===== config.mk =====
export PLATFORM = sky130hd
export DESIGN_NAME = cordic_gain_comp
export DESIGN_NICKNAME = d
export VERILOG_FILES = /design/src/rtl/cordic_pkg.sv /design/src/rtl/cordic_out_fifo.sv /design/src/rtl/cordic_gain_comp.sv
export SDC_FILE = /design/constraint.sdc
export NUM_CORES = 1
export LEC_CHECK = 0
export ABC_AREA = 1
export CORE_MARGIN = 2
export CORE_UTILIZATION = 44
export CTS_CLUSTER_SIZE = 24
export DETAILED_ROUTE_END_ITERATION = 10
export PLACE_DENSITY = 0.68
export SLEW_MARGIN = 20
export SYNTH_ARGS = -nofsm -noshare
export SYNTH_HDL_FRONTEND = slang
export SYNTH_SLANG_ARGS = --single-unit

===== constraint.sdc =====
create_clock -name clk -period 11.4 [get_ports clk]
set_clock_uncertainty 0.15 [all_clocks]
set_input_delay 1.71 -clock clk [delete_from_list [all_inputs] [get_ports clk]]
set_output_delay 1.71 -clock clk [all_outputs]
set_load 0.02 [all_outputs]

===== src/rtl/cordic_pkg.sv =====
// Shared constants and helpers for the CORDIC gain compensation stage.
// The constants are defaults for the module parameters.
package cordic_pkg;

  localparam int IN_W_DEF    = 9;
  localparam int OUT_W_DEF   = 8;
  localparam int PHASE_W_DEF = 32;
  localparam int K_Q15_DEF   = 19898;

  localparam logic signed [63:0] ROUND_Q15 = 64'sd16384;

  // Clamp a signed value to the range of a w-bit two's complement number.
  function automatic logic signed [63:0] saturate(input logic signed [63:0] v, input int w);
    logic signed [63:0] hi;
    logic signed [63:0] lo;
    hi = (64'sd1 <<< (w - 1)) - 64'sd1;
    lo = -(64'sd1 <<< (w - 1));
    if (v > hi) begin
      return hi;
    end else if (v < lo) begin
      return lo;
    end else begin
      return v;
    end
  endfunction

endpackage


===== src/rtl/cordic_out_fifo.sv =====
// First-word-fall-through FIFO for compensated CORDIC results.
// When empty, rdata holds the most recently popped entry, or zero after reset.
module cordic_out_fifo #(
  parameter int WIDTH = 48,
  parameter int DEPTH = 8,
  localparam int AW = $clog2(DEPTH)
) (
  input  logic             clk,
  input  logic             rst,
  input  logic             push,
  input  logic             pop,
  input  logic [WIDTH-1:0] wdata,
  output logic [WIDTH-1:0] rdata,
  output logic             full,
  output logic             empty,
  output logic [AW:0]      level
);

  logic [WIDTH-1:0] mem [DEPTH];
  logic [AW:0]      wr_ptr;
  logic [AW:0]      rd_ptr;
  logic [WIDTH-1:0] last_q;
  logic             do_push;
  logic             do_pop;

  assign level   = wr_ptr - rd_ptr;
  assign empty   = (wr_ptr == rd_ptr);
  assign full    = (wr_ptr[AW] != rd_ptr[AW]) && (wr_ptr[AW-1:0] == rd_ptr[AW-1:0]);
  assign do_pop  = pop && !empty;
  assign do_push = push && (!full || do_pop);
  assign rdata   = empty ? last_q : mem[rd_ptr[AW-1:0]];

  always_ff @(posedge clk) begin
    if (do_push) begin
      mem[wr_ptr[AW-1:0]] <= wdata;
    end
  end

  // A push into a full FIFO is only accepted when the head leaves in the same cycle.
  always_ff @(posedge clk or posedge rst) begin
    if (rst) begin
      wr_ptr <= '0;
      rd_ptr <= '0;
      last_q <= '0;
    end else begin
      if (do_push) begin
        wr_ptr <= wr_ptr + (AW + 1)'(1);
      end
      if (do_pop) begin
        rd_ptr <= rd_ptr + (AW + 1)'(1);
        last_q <= mem[rd_ptr[AW-1:0]];
      end
    end
  end

endmodule


===== src/rtl/cordic_gain_comp.sv =====
// Removes the CORDIC gain from x/y, rounds and saturates to OUT_W bits,
// and buffers results with the phase in an output FIFO.
module cordic_gain_comp
  import cordic_pkg::*;
#(
  parameter int IN_W       = IN_W_DEF,
  parameter int OUT_W      = OUT_W_DEF,
  parameter int PHASE_W    = PHASE_W_DEF,
  parameter int K_Q15      = K_Q15_DEF,
  parameter int FIFO_DEPTH = 8
) (
  input  logic                          clk,
  input  logic                          rst,
  input  logic                          in_valid,
  input  logic signed [IN_W-1:0]        x_in,
  input  logic signed [IN_W-1:0]        y_in,
  input  logic [PHASE_W-1:0]            phase_in,
  output logic                          out_valid,
  input  logic                          out_ready,
  output logic signed [OUT_W-1:0]       x_out,
  output logic signed [OUT_W-1:0]       y_out,
  output logic [PHASE_W-1:0]            phase_out,
  output logic [$clog2(FIFO_DEPTH):0]   level,
  output logic                          overflow,
  input  logic                          clr_ovf
);

  localparam int P_W     = IN_W + 16;
  localparam int ENTRY_W = 2 * OUT_W + PHASE_W;
  localparam logic signed [15:0] K_S = 16'(K_Q15);

  logic                     v_s1;
  logic signed [P_W-1:0]    p_x;
  logic signed [P_W-1:0]    p_y;
  logic [PHASE_W-1:0]       ph_s1;

  logic                     v_s2;
  logic signed [OUT_W-1:0]  x_s2;
  logic signed [OUT_W-1:0]  y_s2;
  logic [PHASE_W-1:0]       ph_s2;

  logic signed [63:0]       rnd_x;
  logic signed [63:0]       rnd_y;

  logic                     fifo_full;
  logic                     fifo_empty;
  logic                     pop;
  logic                     ovf_evt;
  logic [ENTRY_W-1:0]       fifo_rdata;

  always_ff @(posedge clk or posedge rst) begin
    if (rst) begin
      v_s1  <= 1'b0;
      p_x   <= '0;
      p_y   <= '0;
      ph_s1 <= '0;
    end else begin
      v_s1  <= in_valid;
      p_x   <= P_W'(x_in) * P_W'(K_S);
      p_y   <= P_W'(y_in) * P_W'(K_S);
      ph_s1 <= phase_in;
    end
  end

  // Round half up: add 2^14 then floor-shift by 15.
  always_comb begin
    rnd_x = (64'(p_x) + ROUND_Q15) >>> 15;
    rnd_y = (64'(p_y) + ROUND_Q15) >>> 15;
  end

  always_ff @(posedge clk or posedge rst) begin
    if (rst) begin
      v_s2  <= 1'b0;
      x_s2  <= '0;
      y_s2  <= '0;
      ph_s2 <= '0;
    end else begin
      v_s2  <= v_s1;
      x_s2  <= OUT_W'(saturate(rnd_x, OUT_W));
      y_s2  <= OUT_W'(saturate(rnd_y, OUT_W));
      ph_s2 <= ph_s1;
    end
  end

  assign out_valid = !fifo_empty;
  assign pop       = out_valid && out_ready;
  assign ovf_evt   = v_s2 && fifo_full && !pop;

  cordic_out_fifo #(
    .WIDTH (ENTRY_W),
    .DEPTH (FIFO_DEPTH)
  ) u_fifo (
    .clk   (clk),
    .rst   (rst),
    .push  (v_s2),
    .pop   (pop),
    .wdata ({x_s2, y_s2, ph_s2}),
    .rdata (fifo_rdata),
    .full  (fifo_full),
    .empty (fifo_empty),
    .level (level)
  );

  assign {x_out, y_out, phase_out} = fifo_rdata;

  // A new drop wins over a simultaneous clear.
  always_ff @(posedge clk or posedge rst) begin
    if (rst) begin
      overflow <= 1'b0;
    end else if (ovf_evt) begin
      overflow <= 1'b1;
    end else if (clr_ovf) begin
      overflow <= 1'b0;
    end
  end

endmodule


==> qor.yml, run 1 <==
design.seq.count: 545
power_frac_seq: 0.351
buf_share: 0.0432
setup_viol: 0
clk_latency_ns: 0.57
top_power_group: "combinational cells"
cp_top_family: "buffers and inverters"
start_kind: "flip-flop"
combGateArea_um2: 8670
cts_tree: "built"
ys_warn_count: 0
fp.dieW_um: 244
dieHeight_um: 244
numClockSinks: 545
well_tap_count: 765
buffers: 126
comb_cells: 1316
path_clk_slew_ns: 0.06
flop_cell: "edfxtp_1"
xor_share: 0.0123
top_area_frac: 0.453
cp_max_fo: 112
pre_cts_slack_ns: 5.13
required_ns: 9.54
area_delta_synth_final_pct: 13.2
ff2ff_path_depth: 9
mux_share: 0
ant_nets: 0
period_needed_ns: 6.09
tns_ns: 0
io_pins: 109
ys_seq_share: 0.612
ys_ff: 545
ir_worst_vdd_mv: 0.219
comb_area_frac: 0.301
wl_met2_mm: 27.3
syn_avg_cell_area_um2: 11.9
hold_class: "flip-flop to flip-flop"
clkCellAreaFrac: 0.0568
top_cells_by_count: "384 x edfxtp_1, 259 x nand2_1, 233 x nor2_1"
dp.final_hpwl_mm: 31.3
finalClockPeriodUsage: 0.534
path_depth: 7
rsz0062_at_grt: "no"
ys_sh_adder: 0.128
setup_ws_ns: 5.31
async_reset_ff_frac: 0.295
p_clk_mw: 1.65
r2r_end: "u_fifo.mem[4][21]"
min_to: "ph_s2[2]"
drv_slew: 0
timing.fmax_mhz: 164
critPathBufInv: 3
finalHoldViolations: 0
swShare: 0.402
first_global_vias: 16400
row_count: 88
regArea_um2: 15600
layout_top_cells: "384 x edfxtp_1, 259 x nand2_1, 226 x nor2_1, 226 x o21ai_0, 184 x inv_1"
n_antenna_cell: 0
first_pass_iters: 5
root_buffer: "clkbuf_16"
final_cell_count_no_fill: 3035
largest_reg_flops: 384
status: "completed"
clkPwrFrac: 0.204
die-area_um2: 59700
max_cap_viol_count: 0
endpoint_kind: "primary output"
grt_overflow: 0
core_util_floorplan: 0.443
place_area_um2: 27100
cts_resized: 0
simple_gate_area_frac: 0.0892
ys_sh_aoi: 0.109
grt_pass1_wl_mm: 86.5
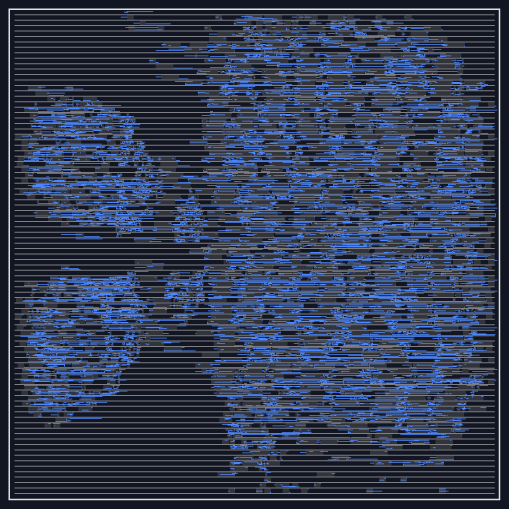
(run_1/met1.png)
Drawn at 2 px/um. Supply wires on this layer in grey.
nets with wire on the layer: 2,341
wire length on this layer: 22.6 mm
met1 usage: 0.231
final WL: 53.8 mm
vias: 16,100

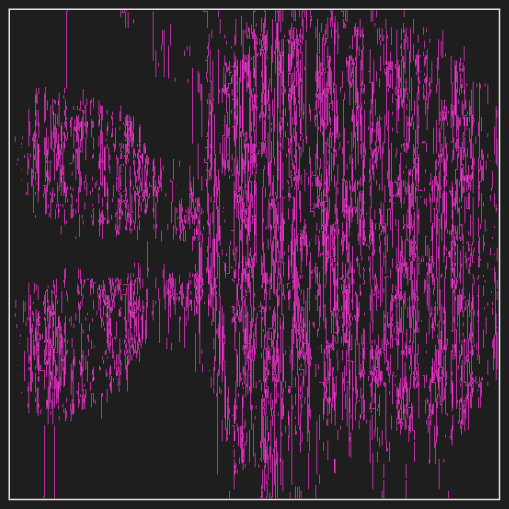
(run_1/met2.png)
Drawn at 2 px/um.
wire length on this layer: 27.3 mm
longest straight run: 87.7 um
grt met2 use: 0.327

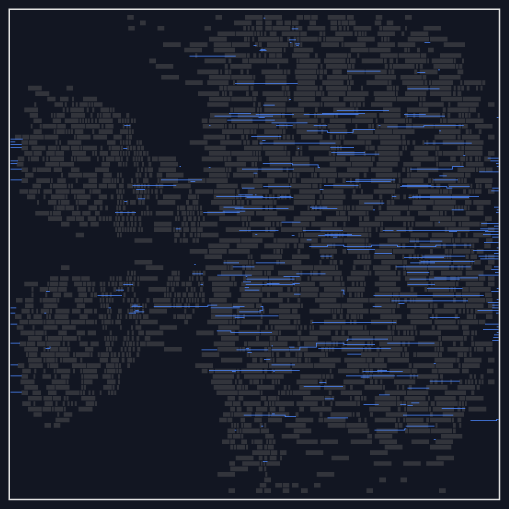
(run_1/met3.png)
Drawn at 2 px/um.
nets with wire on the layer: 142
share of all routed wire: 5.1%
met3 GRT Util: 0.0192

==> run 2: changes to the inputs <==
==> constraint.sdc (replaced) <==
create_clock -name clk -period 6.21 [get_ports clk]
set_clock_uncertainty 0.15 [all_clocks]
set_input_delay 0.9315 -clock clk [delete_from_list [all_inputs] [get_ports clk]]
set_output_delay 0.9315 -clock clk [all_outputs]
set_load 0.02 [all_outputs]
==> run 2 against run 1 <==
Against the previous run: setup slack worse by 4.2 ns; critical path type unchanged; largest cell class unchanged; synthesized cell count is the same; non-clock buffer count is 12 higher.
==> qor.yml, run 2 <==
period_needed_ns: 5.12
cp_max_fo: 57  # was 112
clkPwrFrac: 0.206  # was 0.204
pre_cts_slack_ns: 0.750  # was 5.13 ns
clkCellAreaFrac: 0.0578  # was 0.0568
ant_nets: 0  # unchanged
drv_slew: 0  # unchanged
ys_cells: 2145  # unchanged
comb_cells: 1316  # unchanged
combGateArea_um2: 8670  # unchanged
cts_resized: 0  # unchanged
top_cells_by_count: "384 x edfxtp_1, 259 x nand2_1, 233 x nor2_1"  # unchanged
grt_util_met1: 0.231  # about the same
grt_overflow: 0  # unchanged
timing.fmax_mhz: 195
root_buffer: "clkbuf_16"  # unchanged
comb_area_frac: 0.300  # was 0.301
buf_share: 0.0463  # was 0.0432
start_kind: "flip-flop"  # unchanged
setup_viol: 0  # unchanged
status: "completed"  # unchanged
layout_top_cells: "384 x edfxtp_1, 259 x nand2_1, 226 x nor2_1, 226 x o21ai_0, 184 x inv_1"  # unchanged
flop_cell: "edfxtp_1"  # unchanged
ys_ff: 545  # unchanged
power_mw: 15.0  # was 8.10 mW
required_ns: 5.13  # was 9.54 ns
dieHeight_um: 244  # unchanged
die-area_um2: 59700  # unchanged
simple_gate_area_frac: 0.0892  # unchanged
fp.dieW_um: 244  # unchanged
n_antenna_cell: 0  # unchanged
final_cell_count_no_fill: 3049  # was 3,035
ff2ff_path_depth: 8  # was 9
dp.final_hpwl_mm: 34.5  # was 31.3 mm
finalClockPeriodUsage: 0.825
top_area_frac: 0.453  # unchanged
cts.path.max_buffers: 3  # unchanged
largest_reg_flops: 384  # unchanged
syn_avg_cell_area_um2: 11.9  # unchanged
ir_worst_vdd_mv: 0.339  # was 0.219 mV
endpoint_kind: "primary output"  # unchanged
swShare: 0.399  # was 0.402
top_power_group: "combinational cells"  # unchanged
clk_latency_ns: 0.60  # was 0.57 ns
xor_share: 0.0123  # unchanged
io_pins: 109  # unchanged
well_tap_count: 765  # unchanged
r2r_end: "u_fifo.mem[4][18]"  # was u_fifo.mem[4][21]
ys_warn_count: 0  # unchanged
setup_ws_ns: 1.09  # was 5.31 ns
p_clk_mw: 3.09  # was 1.65 mW
ys_sh_aoi: 0.109  # unchanged
rsz0062_at_grt: "no"  # unchanged
path_depth: 7  # unchanged
hold_class: "flip-flop to flip-flop"  # unchanged
tns_ns: 0  # unchanged
numClockSinks: 545  # unchanged
ys_seq_share: 0.612  # unchanged
finalHoldViolations: 0  # unchanged
design.seq.count: 545  # unchanged
first_pass_iters: 5  # unchanged
buffers: 138  # was 126
ys_sh_adder: 0.128  # unchanged
min_to: "ph_s2[28]"  # was ph_s2[2]
cp_top_family: "buffers and inverters"  # unchanged
wl_met2_mm: 27.6  # was 27.3 mm
met2_usage: 0.327  # about the same
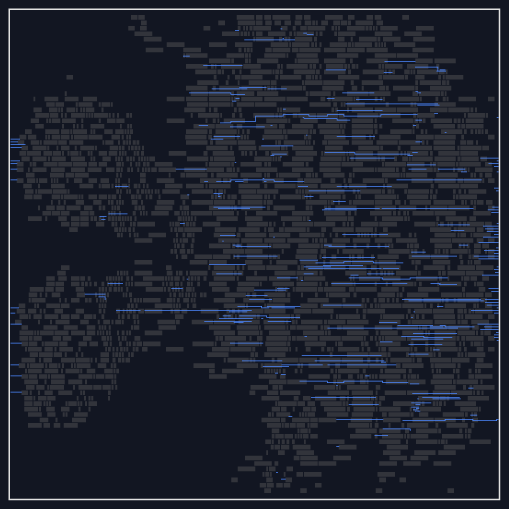
(run_2/met3.png)
Drawn at 2 px/um.
longest straight run: 64.9 um
nets with wire on the layer: 149
share of all routed wire: 5.1%
main direction: horizontal
wire length on this layer: 2,770 um
final WL: 54.5 mm
met3 GRT Util: 0.0261

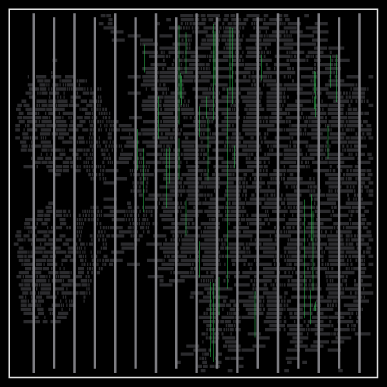
(run_2/met4.png)
Drawn at 1.5 px/um. Supply wires on this layer in grey.
main direction: vertical
wire length on this layer: 1,290 um
longest straight run: 133 um
nets with wire on the layer: 28
share of all routed wire: 2.4%
vias: 16,200

Power and IR drop assume default switching activity.
